Port wiring:
Drawn at 2 px/micron.
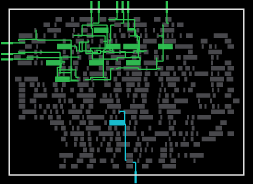
Cell outlines without signal wires:
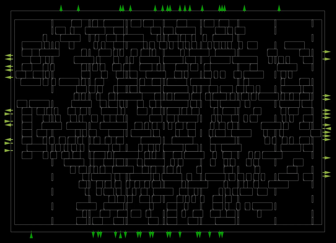
Placement by cell class:
Drawn at 3 px/micron.
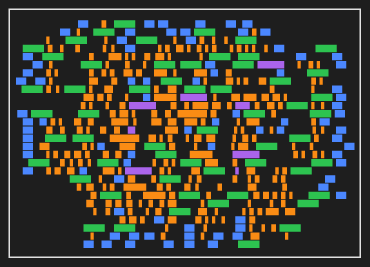
Design harris_scan_ctrl_flat, sky130hd; sources not shown.
==> results.ini <==
[critical_path]
slowest_delay_ns = 0.55
worst_ep_arrival_time_ns = 2.42
reg2reg_depth = 6
critPathKind = flip-flop to flip-flop
crit_chain = ha_1, nand3_1, nor4_4, a41o_2, o21ai_0, a21oi_1
required_ns = 2.77
r2r_slack_ns = 0.35
end_kind = flip-flop
path_depth = 6
start_kind = flip-flop
crit_fanout = 8

[clock_tree]
numCtsBuffers = 5
path_clk_slew_ns = 0.07
clock_sinks = 56
clk_latency_ns = 0.30
cts_tree = built
htreeDepth = 2

[power]
swShare_pct = 24.3
ir_drop_mv = 0.235
combPwrFrac_pct = 8.0
p_seq_share_pct = 50.4
powerDensity_nw_per_um2 = 469
power.leakage_nw = 1.20
clkPwrFrac_pct = 41.7

[flow_run]
warnings = 28
cap_violations = 0

[global_route]
grt_max_degree = 33
grtUsageTotal_pct = 19.1
met2_usage_pct = 28.6
grt_use_met3_pct = 2.92
use_met1_pct = 27.9
grt-ovfl-total = 0
grt_pass1_vias = 2685
top_usage_layer = met2

[sta]
period_used_pct = 86.2
hold_viol = 0
fin_tns_setup_ns = 0
min_period_ns = 2.20
finalMaxSlewViolations = 0
finalWorstSetupSlack_ns = 0.353
worstMarginPinSlew_ns = 0.519
slew_headroom_pct = 65.1

[final_layout]
areaGrowthSynthToFinish_pct = 35.6
seq-cell-share_pct = 30.0
buf_share_pct = 20.5
largest_reg_flops = 16
antenna_cells = 0
logic_area_sq_um = 1530
largestClassByArea = combinational gates
final_common_cell = nand2_1
n_fill_cell = 1063
drive_above_1_share_pct = 10.7
regArea_sq_um = 1120
signal_buffers = 81
comb_cells = 251
nNetsFinal = 412

[logic_synthesis]
ys_sh_aoi_pct = 22.2
flop_cell = dfxtp_1
synth_area_sq_um = 2760
synthXorXnorAreaFrac_pct = 1.59
netlist-cell-type-count = 52
async_reset_ff_share_pct = 0
yosysWarnings = 0
synthTopCellsByCount = nand2_1 (65), dfxtp_1 (56), a21oi_1 (38)
synth_area_leader_cell = dfxtp_1
ys_area_sq_um = 2760
synth.area.mux_share_pct = 1.45
ys_ff = 56
ys_cells = 325
synth.top_cell.area_share_pct = 40.7
topCellsByArea = dfxtp_1 (41%), nand2_1 (8.9%), a21oi_1 (6.9%), nor2_1 (3.1%), o21ai_0 (2.5%)
synth-edff-count = 0
synth_adder_area_share_pct = 2.27
topCombFamilyByArea = simple AND/OR/NAND/NOR gates
synth_cells = 325
yosysSeqAreaShare_pct = 40.7

[route]
drtPass1Iterations = 4
drt-met1-wl_mm = 4.67
antenna_left = 0
wl_per_cell_microns = 16.9
wirelength_mm = 8.81
via_per_inst = 5.24
vias = 2729

[die]
initCoreUtil_pct = 31.7
dieWidth_microns = 117
die_height_microns = 82.2

[placed_design]
gp_congestion = 0.801
post-place-ws_ns = 0.0562

[hold_path]
hold_class = flip-flop to flip-flop

[status]
outcome = completed

## Picture notes: 'port wiring'
Key: bus_win_x = green [direction output, end cells 9, wire 608 microns]; bus_res_corner = cyan [direction output, end cells 1, wire 36.0 microns]
Port Buffers: 63
IO Count: 64

## Picture notes: 'cell outlines without signal wires'
Flops: 56
Tapcells: 120
row cnt: 28

## Picture notes: 'placement by cell class'
Key: sequential cells = green [cells 56, share of their area 31%]; remaining buffers and delay cells = blue [cells 81, share of their area 21%]; combinational and other logic = orange [cells 256, share of their area 43%]; clock drivers and dummy loads = purple [cells 8, share of their area 4.2%]
Util after Layout: 43.0%
Core Footprint: 8690 sq um

[metrics by stage]
step                      area (sq um)  instances  hold WS (ns)  util, %  power [mW]
after global placement            3590        513         0.442     41.3        1.04
final                             3740        521         0.454     43.0        1.75
after detailed placement          3590        513         0.449     41.3        1.04
after floorplan                   2760        325         0.481        -       0.978
after global routing              3740        521         0.486     43.0        1.82
after CTS                         3740        521         0.459     43.0        1.77
[power groups by stage]
stage	clock network [mW]	logic, mW	registers, mW
final	0.731	0.140	0.883
after global routing	0.785	0.151	0.884
after CTS	0.743	0.139	0.883
after detailed placement	0	0.138	0.904
after global placement	0	0.135	0.904
after floorplan	0	0.0672	0.911
Power and IR drop assume default switching activity.
